--- src/rtl/led_frame_ctrl_if.sv ---
// Write-side bus of the LED frame controller.
//
// Carries the back-buffer row write handshake and the commit request/status.
//   i_wr_valid        writer -> ctrl  write request
//   o_wr_ready        ctrl -> writer  back buffer accepts a write this cycle
//   i_wr_row          writer -> ctrl  target row of the write
//   i_wr_data         writer -> ctrl  row column data, 1 = LED on
//   i_commit          writer -> ctrl  request back-to-front swap at next frame boundary
//   o_commit_pending  ctrl -> writer  commit requested, swap not yet taken
//
// master: the writer.  slave: the frame controller.
interface led_frame_ctrl_if #(
    parameter int NUM_ROWS_WIDTH = 2,
    parameter int NUM_COLS       = 8
);
    logic                      i_wr_valid;
    logic                      o_wr_ready;
    logic [NUM_ROWS_WIDTH-1:0] i_wr_row;
    logic [NUM_COLS-1:0]       i_wr_data;
    logic                      i_commit;
    logic                      o_commit_pending;

    modport master (
        output i_wr_valid, i_wr_row, i_wr_data, i_commit,
        input  o_wr_ready, o_commit_pending
    );

    modport slave (
        input  i_wr_valid, i_wr_row, i_wr_data, i_commit,
        output o_wr_ready, o_commit_pending
    );
endinterface

--- src/rtl/led_frame_ctrl.sv ---
// Double-buffered frame controller and scan sequencer for a row-multiplexed
// LED matrix.
//
// Writers fill the back buffer one row at a time and request a commit; the
// buffers swap (pointer toggle, no copy) only at the frame boundary, so a
// frame is never torn. The front buffer is scanned row by row, each row
// preceded by an all-off blanking gap to suppress ghosting.
//
// Ports:
//   clk            system clock
//   i_rst_n        asynchronous active-low reset
//   wr             write/commit bus (led_frame_ctrl_if.slave)
//   i_brightness   4-bit PWM duty, only with LED_BRIGHTNESS_PWM_EN defined
//   o_frame_start  one-cycle pulse on the first blank cycle of row 0
//   o_cols         registered column drive
//   o_rows         registered one-hot row select, zero while blanked
//
// Optional feature macro: LED_BRIGHTNESS_PWM_EN. When defined, columns are
// only driven while (drive tick mod 16) < brightness sampled at DRIVE entry;
// this needs TICK_WIDTH >= 4. When undefined, columns are driven for the
// whole DRIVE window.
module led_frame_ctrl #(
    parameter int NUM_ROWS       = 4,
    parameter int NUM_ROWS_WIDTH = 2,
    parameter int NUM_COLS       = 8,
    parameter int ROW_TICKS      = 1000,
    parameter int BLANK_TICKS    = 8,
    parameter int TICK_WIDTH     = 10
) (
    input  logic                clk,
    input  logic                i_rst_n,
    led_frame_ctrl_if.slave     wr,
`ifdef LED_BRIGHTNESS_PWM_EN
    input  logic [3:0]          i_brightness,
`endif
    output logic                o_frame_start,
    output logic [NUM_COLS-1:0] o_cols,
    output logic [NUM_ROWS-1:0] o_rows
);
    typedef enum logic {
        BLANK = 1'b0,
        DRIVE = 1'b1
    } scan_state_e;

    typedef logic [NUM_ROWS-1:0][NUM_COLS-1:0] frame_t;

    localparam logic [TICK_WIDTH-1:0]     BLANK_LAST = TICK_WIDTH'(BLANK_TICKS - 1);
    localparam logic [TICK_WIDTH-1:0]     ROW_LAST   = TICK_WIDTH'(ROW_TICKS - 1);
    localparam logic [NUM_ROWS_WIDTH-1:0] ROW_MAX    = NUM_ROWS_WIDTH'(NUM_ROWS - 1);

    scan_state_e               state_q, state_d;
    logic [TICK_WIDTH-1:0]     tick_q, tick_d;
    logic [NUM_ROWS_WIDTH-1:0] row_q, row_d;
    frame_t [1:0]              fb_q, fb_d;          // the two frame buffers
    logic                      front_sel_q, front_sel_d;
    logic                      pending_q, pending_d;
    logic                      frame_start_q, frame_start_d;
    logic [NUM_COLS-1:0]       cols_q, cols_d;
    logic [NUM_ROWS-1:0]       rows_q, rows_d;

    logic                      wr_fire;
    logic                      row_ok;
    logic [31:0]               wr_row_ext;
    logic                      at_boundary;
    logic                      col_en;

`ifdef LED_BRIGHTNESS_PWM_EN
    logic [3:0]                bright_q, bright_d;
`endif

    // Back buffer is frozen while a commit waits for the boundary.
    assign wr.o_wr_ready       = ~pending_q;
    assign wr.o_commit_pending = pending_q;

    assign wr_fire    = wr.i_wr_valid & ~pending_q;
    // Out-of-range rows complete the handshake but are dropped.
    assign wr_row_ext = 32'(wr.i_wr_row);
    assign row_ok     = (wr_row_ext < 32'(NUM_ROWS));

    assign at_boundary = (state_q == DRIVE) && (tick_q == ROW_LAST) && (row_q == ROW_MAX);

`ifdef LED_BRIGHTNESS_PWM_EN
    assign col_en = (tick_q[3:0] < bright_q);
`else
    assign col_en = 1'b1;
`endif

    // Scan FSM plus buffer/commit next-state.
    always_comb begin
        state_d     = state_q;
        tick_d      = tick_q + TICK_WIDTH'(1);
        row_d       = row_q;
        fb_d        = fb_q;
        front_sel_d = front_sel_q;
        pending_d   = pending_q;
`ifdef LED_BRIGHTNESS_PWM_EN
        bright_d    = bright_q;
`endif

        case (state_q)
            BLANK: begin
                if (tick_q == BLANK_LAST) begin
                    state_d = DRIVE;
                    tick_d  = '0;
`ifdef LED_BRIGHTNESS_PWM_EN
                    bright_d = i_brightness;
`endif
                end
            end
            DRIVE: begin
                if (tick_q == ROW_LAST) begin
                    state_d = BLANK;
                    tick_d  = '0;
                    row_d   = (row_q == ROW_MAX) ? '0 : row_q + NUM_ROWS_WIDTH'(1);
                end
            end
            default: begin
                state_d = BLANK;
                tick_d  = '0;
            end
        endcase

        if (wr_fire && row_ok) begin
            fb_d[~front_sel_q][wr.i_wr_row] = wr.i_wr_data;
        end

        // A commit arriving in the boundary cycle itself only sets pending;
        // the swap waits for the next boundary.
        if (at_boundary && pending_q) begin
            front_sel_d = ~front_sel_q;
            pending_d   = 1'b0;
        end else if (wr.i_commit && !pending_q) begin
            pending_d = 1'b1;
        end
    end

    // Outputs are a registered view of the current state: one cycle behind
    // the state change, frame_start aligned with the first blanked output.
    always_comb begin
        frame_start_d = (state_q == BLANK) && (row_q == '0) && (tick_q == '0);
        rows_d        = '0;
        cols_d        = '0;
        if (state_q == DRIVE) begin
            rows_d = NUM_ROWS'(1) << row_q;
            if (col_en) begin
                cols_d = fb_q[front_sel_q][row_q];
            end
        end
    end

    always_ff @(posedge clk or negedge i_rst_n) begin
        if (!i_rst_n) begin
            state_q       <= BLANK;
            tick_q        <= '0;
            row_q         <= '0;
            fb_q          <= '0;
            front_sel_q   <= 1'b0;
            pending_q     <= 1'b0;
            frame_start_q <= 1'b0;
            cols_q        <= '0;
            rows_q        <= '0;
`ifdef LED_BRIGHTNESS_PWM_EN
            bright_q      <= '0;
`endif
        end else begin
            state_q       <= state_d;
            tick_q        <= tick_d;
            row_q         <= row_d;
            fb_q          <= fb_d;
            front_sel_q   <= front_sel_d;
            pending_q     <= pending_d;
            frame_start_q <= frame_start_d;
            cols_q        <= cols_d;
            rows_q        <= rows_d;
`ifdef LED_BRIGHTNESS_PWM_EN
            bright_q      <= bright_d;
`endif
        end
    end

    assign o_frame_start = frame_start_q;
    assign o_cols        = cols_q;
    assign o_rows        = rows_q;
endmodule

--- src/flat_wrapper.sv ---
// flat-port wrapper written by rule: the top's interface ports become plain ports
module led_frame_ctrl_flat 
#(
    parameter int NUM_ROWS       = 4,
    parameter int NUM_ROWS_WIDTH = 2,
    parameter int NUM_COLS       = 8,
    parameter int ROW_TICKS      = 1000,
    parameter int BLANK_TICKS    = 8,
    parameter int TICK_WIDTH     = 10
)
  (clk, i_rst_n, o_frame_start, o_cols, o_rows, wr_i_wr_valid, wr_i_wr_row, wr_i_wr_data, wr_i_commit, wr_o_wr_ready, wr_o_commit_pending);
  led_frame_ctrl_if #(.NUM_ROWS_WIDTH(NUM_ROWS_WIDTH), .NUM_COLS(NUM_COLS)) wr_i ();
  input  logic clk;
  input  logic i_rst_n;
  output logic o_frame_start;
  output logic [NUM_COLS-1:0] o_cols;
  output logic [NUM_ROWS-1:0] o_rows;
  input wire logic [$bits(wr_i.i_wr_valid)-1:0] wr_i_wr_valid;
  input wire logic [$bits(wr_i.i_wr_row)-1:0] wr_i_wr_row;
  input wire logic [$bits(wr_i.i_wr_data)-1:0] wr_i_wr_data;
  input wire logic [$bits(wr_i.i_commit)-1:0] wr_i_commit;
  output wire logic [$bits(wr_i.o_wr_ready)-1:0] wr_o_wr_ready;
  output wire logic [$bits(wr_i.o_commit_pending)-1:0] wr_o_commit_pending;
  assign wr_i.i_wr_valid = wr_i_wr_valid;
  assign wr_i.i_wr_row = wr_i_wr_row;
  assign wr_i.i_wr_data = wr_i_wr_data;
  assign wr_i.i_commit = wr_i_commit;
  assign wr_o_wr_ready = wr_i.o_wr_ready;
  assign wr_o_commit_pending = wr_i.o_commit_pending;
  led_frame_ctrl #(.NUM_ROWS(NUM_ROWS), .NUM_ROWS_WIDTH(NUM_ROWS_WIDTH), .NUM_COLS(NUM_COLS), .ROW_TICKS(ROW_TICKS), .BLANK_TICKS(BLANK_TICKS), .TICK_WIDTH(TICK_WIDTH)) u_core (.clk(clk), .i_rst_n(i_rst_n), .wr(wr_i), .o_frame_start(o_frame_start), .o_cols(o_cols), .o_rows(o_rows));
endmodule
--- config.mk ---
export PLATFORM = sky130hd
export DESIGN_NAME = led_frame_ctrl_flat
export DESIGN_NICKNAME = d
export VERILOG_FILES = /design/src/rtl/led_frame_ctrl_if.sv /design/src/rtl/led_frame_ctrl.sv /design/src/flat_wrapper.sv
export SDC_FILE = /design/constraint.sdc
export NUM_CORES = 1
export LEC_CHECK = 0
export ABC_AREA = 1
export ABC_CLOCK_PERIOD_IN_PS = 3400
export CAP_MARGIN = 5
export CORE_UTILIZATION = 44
export CTS_BUF_LIST = sky130_fd_sc_hd__clkbuf_8 sky130_fd_sc_hd__clkbuf_16
export DETAILED_ROUTE_END_ITERATION = 6
export GPL_TIMING_DRIVEN = 1
export HOLD_SLACK_MARGIN = 0.15
export MAX_ROUTING_LAYER = met4
export PLACE_DENSITY_LB_ADDON = 0.3
export SKIP_LAST_GASP = 1
export SLEW_MARGIN = 20
export SYNTH_ARGS = -nofsm -noshare
export SYNTH_HDL_FRONTEND = slang
export SYNTH_SLANG_ARGS = --single-unit
export TNS_END_PERCENT = 20
--- constraint.sdc ---
create_clock -name clk -period 3.4 [get_ports clk]
set_input_delay 0.51 -clock clk [delete_from_list [all_inputs] [get_ports clk]]
set_output_delay 0.51 -clock clk [all_outputs]
set_load 0.005 [all_outputs]
==> run_1/layers.png <==
(3 px per um)
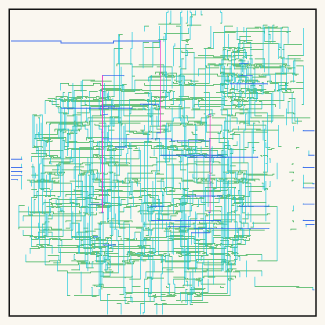
| layer | color | wire length |
|---|---|---|
| M1 | green | 4340 um |
| M2 | cyan | 4320 um |
| M4 | magenta | 109 um |
| M3 | blue | 335 um |
final WL: 9.10 mm
WL per Instance: 13.3 um
GRT Overall Usage: 20.3%

==> run_1/util_map.png <==
(4 px per um) The die is cut into 10 by 10 equal tiles; black is low, pale yellow is high, 0 to 100% covered.
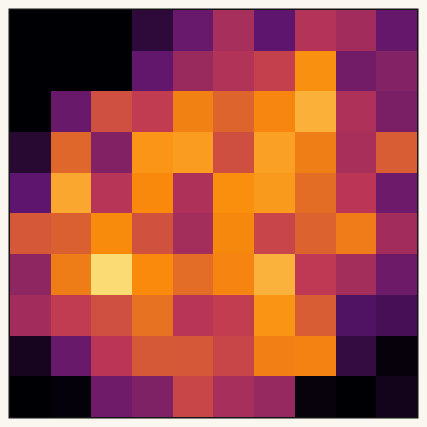
emptiest ninth of the die: upper left
nearly empty tiles: 12%
mean over tiles: 46%
densest ninth of the die: center
tiles over 75% full: 11%
fullest tile: 92%
fp_density: 45.0%
Core Area: 9730 um2
Post-Route Utilization: 50.1%

==> reports/results.txt, run 1 <==
CP max FO -> 25
Top cell type's share of synthesized area -> 52.6%
Clock Power Share -> 37.3%
Yosys warnings -> 0
Max IR drop VDD -> 173 uV
Ys async rst share -> 100%
CTS max path bufs -> 2
H-tree Lvls -> 3
Via Count -> 3368
HP Class -> in2async
Basic Gates by Area -> 23.3%
M3 GR Usage -> 2.90%
Biggest area consumer among synthesized cells -> dfrtp_1
Vias per cell -> 4.91
Buffers excl. clock -> 31
Crit path DRT -> 3.66 ns
Combinational power share -> 3.8%
Seq share, synth -> 52.6%
Non-CTS inverters -> 55
Placed inst area -> 4690 um2
Setup Viol. Count Final -> 0
Slew @ Worst Pin -> 0.923 ns
Reg2reg path depth -> 6
CP top delay family -> flip-flops
Comb/total area -> 35.1%
Buffer share of cell area -> 6.16%
Number of distinct library cells after synthesis -> 27
Diode count -> 0
Reg2reg end -> u_core.o_cols[3]$_DFF_PN0_
Clock slew at reported path FFs -> 0.09 ns
Unrepaired setup endpoints after global routing -> no
Drt drc -> 1
Max reg flops -> 64
Mapped cell area -> 4380 um2
Part of the power in registers -> 58.9%
Tmin final -> 2.08 ns
TritonCTS Sinks -> 92
Failing checks -> DRC
Congestion Overflow GR -> 0
Crit path from -> u_core.front_sel_q$_DFFE_PN0P_
Initial DRC count -> 153
Setup TNS -> 0 ns
CP Class -> reg2reg
Seq/total area -> 47.2%
Well-tap cell count -> 133
Number of OpenROAD warnings -> 30
Area Growth Syn to Fin -> 11.3%
Status -> finished with violations
ClkCell Share -> 3.85%
==> run_1/pinout.png <==
(4 px per um) Pins as bars across the die edge, other pins in gray.
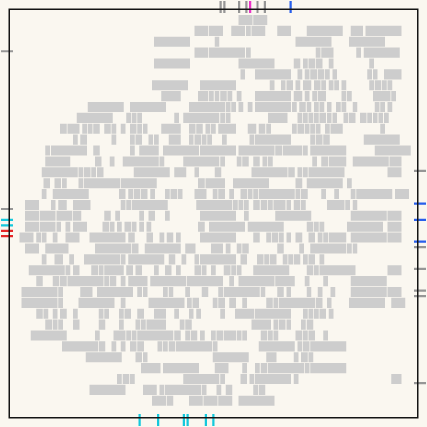
| port | color | pins | direction | edge |
|---|---|---|---|---|
| wr_i_commit | magenta | 1 | input | top |
| o_rows | blue | 4 | output | 3 right, 1 top |
| wr_i_wr_row | red | 2 | input | left |
| wr_i_wr_data | cyan | 8 | input | 6 bottom, 2 left |
Die X: 102 um
die y size: 102 um
IO buf count: 28

==> run 2, diff against run 1 <==
--- a/config.mk
+++ b/config.mk
@@ -6,7 +6,7 @@
 export NUM_CORES = 1
 export LEC_CHECK = 0
 export ABC_AREA = 1
-export ABC_CLOCK_PERIOD_IN_PS = 3400
+export ABC_CLOCK_PERIOD_IN_PS = 1700
 export CAP_MARGIN = 5
 export CORE_UTILIZATION = 44
 export CTS_BUF_LIST = sky130_fd_sc_hd__clkbuf_8 sky130_fd_sc_hd__clkbuf_16
==> constraint.sdc (replaced) <==
create_clock -name clk -period 1.7 [get_ports clk]
set_input_delay 0.255 -clock clk [delete_from_list [all_inputs] [get_ports clk]]
set_output_delay 0.255 -clock clk [all_outputs]
set_load 0.005 [all_outputs]
==> run_2/layers.png <==
(3 px per um)
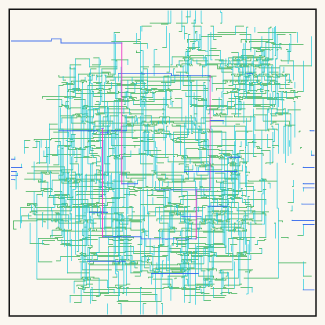
| layer | color | wire length |
|---|---|---|
| M2 | cyan | 4700 um |
| M4 | magenta | 137 um |
| M1 | green | 4410 um |
| M3 | blue | 263 um |
GRT Overall Usage: 21.0%
final WL: 9.51 mm
WL per Instance: 13.6 um
Via Count: 3459

==> reports/results.txt, run 2 <==
Status -> finished with violations (unchanged)
CP top delay family -> buffers and inverters (was flip-flops)
Crit path DRT -> 1.44 ns (was 3.66 ns)
Slew @ Worst Pin -> 0.473 ns (was 0.923 ns)
Core Area -> 9730 um2 (unchanged)
Failing checks -> DRC (unchanged)
Fp_density -> 45.0% (unchanged)
Setup Viol. Count Final -> 0 (unchanged)
Clock Power Share -> 41.9% (was 37.3%)
Max IR drop VDD -> 371 uV (was 173 uV)
TritonCTS Sinks -> 92 (unchanged)
Basic Gates by Area -> 23.3% (unchanged)
Area Growth Syn to Fin -> 16.1% (was 11.3%)
IO buf count -> 28 (unchanged)
CP max FO -> 3 (was 25)
H-tree Lvls -> 3 (unchanged)
Drt drc -> 1 (unchanged)
Clock slew at reported path FFs -> 0.09 ns (about the same)
Placed inst area -> 4830 um2 (was 4690 um2)
Mapped cell area -> 4380 um2 (unchanged)
Max reg flops -> 64 (unchanged)
==> run_2/util_map.png <==
(4 px per um) The die is cut into 10 by 10 equal tiles; black is low, pale yellow is high, 0 to 100% covered.
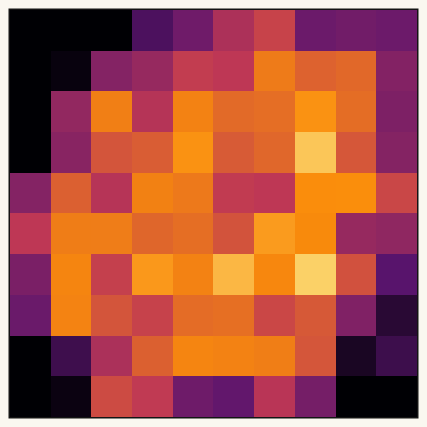
fullest tile: 90%
tiles over 75% full: 9.0%
emptiest ninth of the die: upper left
nearly empty tiles: 10%
mean over tiles: 48%
Post-Route Utilization: 52.3%

==> run 3, diff against run 2 <==
--- a/config.mk
+++ b/config.mk
@@ -8,9 +8,11 @@
 export ABC_AREA = 1
 export ABC_CLOCK_PERIOD_IN_PS = 1700
 export CAP_MARGIN = 5
+export CORE_MARGIN = 8
 export CORE_UTILIZATION = 44
 export CTS_BUF_LIST = sky130_fd_sc_hd__clkbuf_8 sky130_fd_sc_hd__clkbuf_16
 export DETAILED_ROUTE_END_ITERATION = 6
+export GPL_ROUTABILITY_DRIVEN = 1
 export GPL_TIMING_DRIVEN = 1
 export HOLD_SLACK_MARGIN = 0.15
 export MAX_ROUTING_LAYER = met4
==> run_3/util_map.png <==
(3 px per um) The die is cut into 12 by 12 equal tiles; black is low, pale yellow is high, 0 to 100% covered.
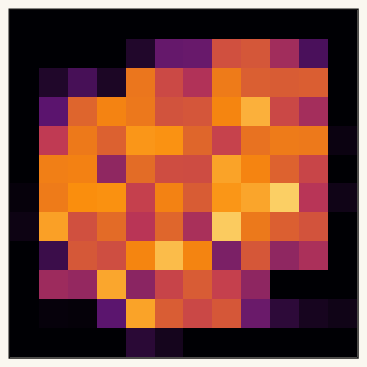
nearly empty tiles: 31%
densest ninth of the die: center
fullest tile: 90%
emptiest ninth of the die: upper left
Post-Route Utilization: 51.9%

==> reports/results.txt, run 3 <==
Status -> finished clean (was finished with violations)
CP max FO -> 3 (unchanged)
Drt drc -> 0 (was 1)
Crit path DRT -> 1.44 ns (about the same)
Non-CTS inverters -> 55 (unchanged)
Setup Viol. Count Final -> 0 (unchanged)
Via Count -> 3477 (was 3459)
GRT Overall Usage -> 16.6% (was 21.0%)
CTS max path bufs -> 2 (unchanged)
Clock Power Share -> 39.2% (was 41.9%)
Reg2reg path depth -> 8 (unchanged)
M3 GR Usage -> 3.70% (was 4.14%)
H-tree Lvls -> 3 (unchanged)
Max reg flops -> 64 (unchanged)
Area Growth Syn to Fin -> 15.3% (was 16.1%)
Slew @ Worst Pin -> 0.396 ns (was 0.473 ns)
Final WL -> 9.79 mm (was 9.51 mm)
Max IR drop VDD -> 485 uV (was 371 uV)
Seq share, synth -> 52.6% (unchanged)
TritonCTS Sinks -> 92 (unchanged)
Tmin final -> 1.56 ns (was 1.61 ns)
Seq/total area -> 45.6% (was 45.3%)
Clock slew at reported path FFs -> 0.09 ns (about the same)
Well-tap cell count -> 133 (unchanged)
Mapped cell area -> 4380 um2 (unchanged)
Diode count -> 0 (unchanged)
WL per Instance -> 14.0 um (was 13.6 um)
Core Area -> 9730 um2 (unchanged)
Unrepaired setup endpoints after global routing -> no (unchanged)
Placed inst area -> 4820 um2 (was 4830 um2)
CP Class -> reg2out (unchanged)
Crit path from -> u_core.wr.o_commit_pending$_DFFE_PN0P_ (unchanged)
CP top delay family -> buffers and inverters (unchanged)
Ys async rst share -> 100% (unchanged)
Fp_density -> 45.0% (unchanged)
Comb/total area -> 33.9% (was 33.7%)
Initial DRC count -> 198 (was 161)
Buffers excl. clock -> 44 (unchanged)
Number of OpenROAD warnings -> 30 (unchanged)
Basic Gates by Area -> 23.3% (unchanged)
Setup TNS -> 0 ns (unchanged)
Congestion Overflow GR -> 0 (unchanged)
==> run_3/pinout.png <==
(3 px per um) Pins as bars across the die edge, other pins in gray.
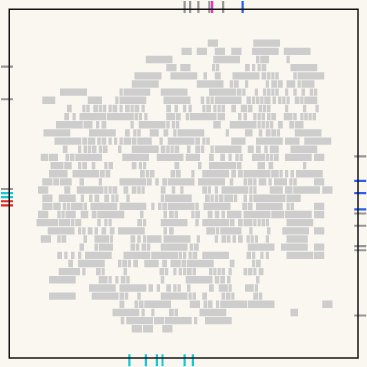
| port | color | pins | direction | edge |
|---|---|---|---|---|
| wr_i_wr_data | cyan | 8 | input | 6 bottom, 2 left |
| o_rows | blue | 4 | output | 3 right, 1 top |
| wr_i_wr_row | red | 2 | input | left |
| wr_i_commit | magenta | 1 | input | top |
die y size: 116 um
Die X: 116 um

No activity file was given, so power comes from the tool's default toggle rates.
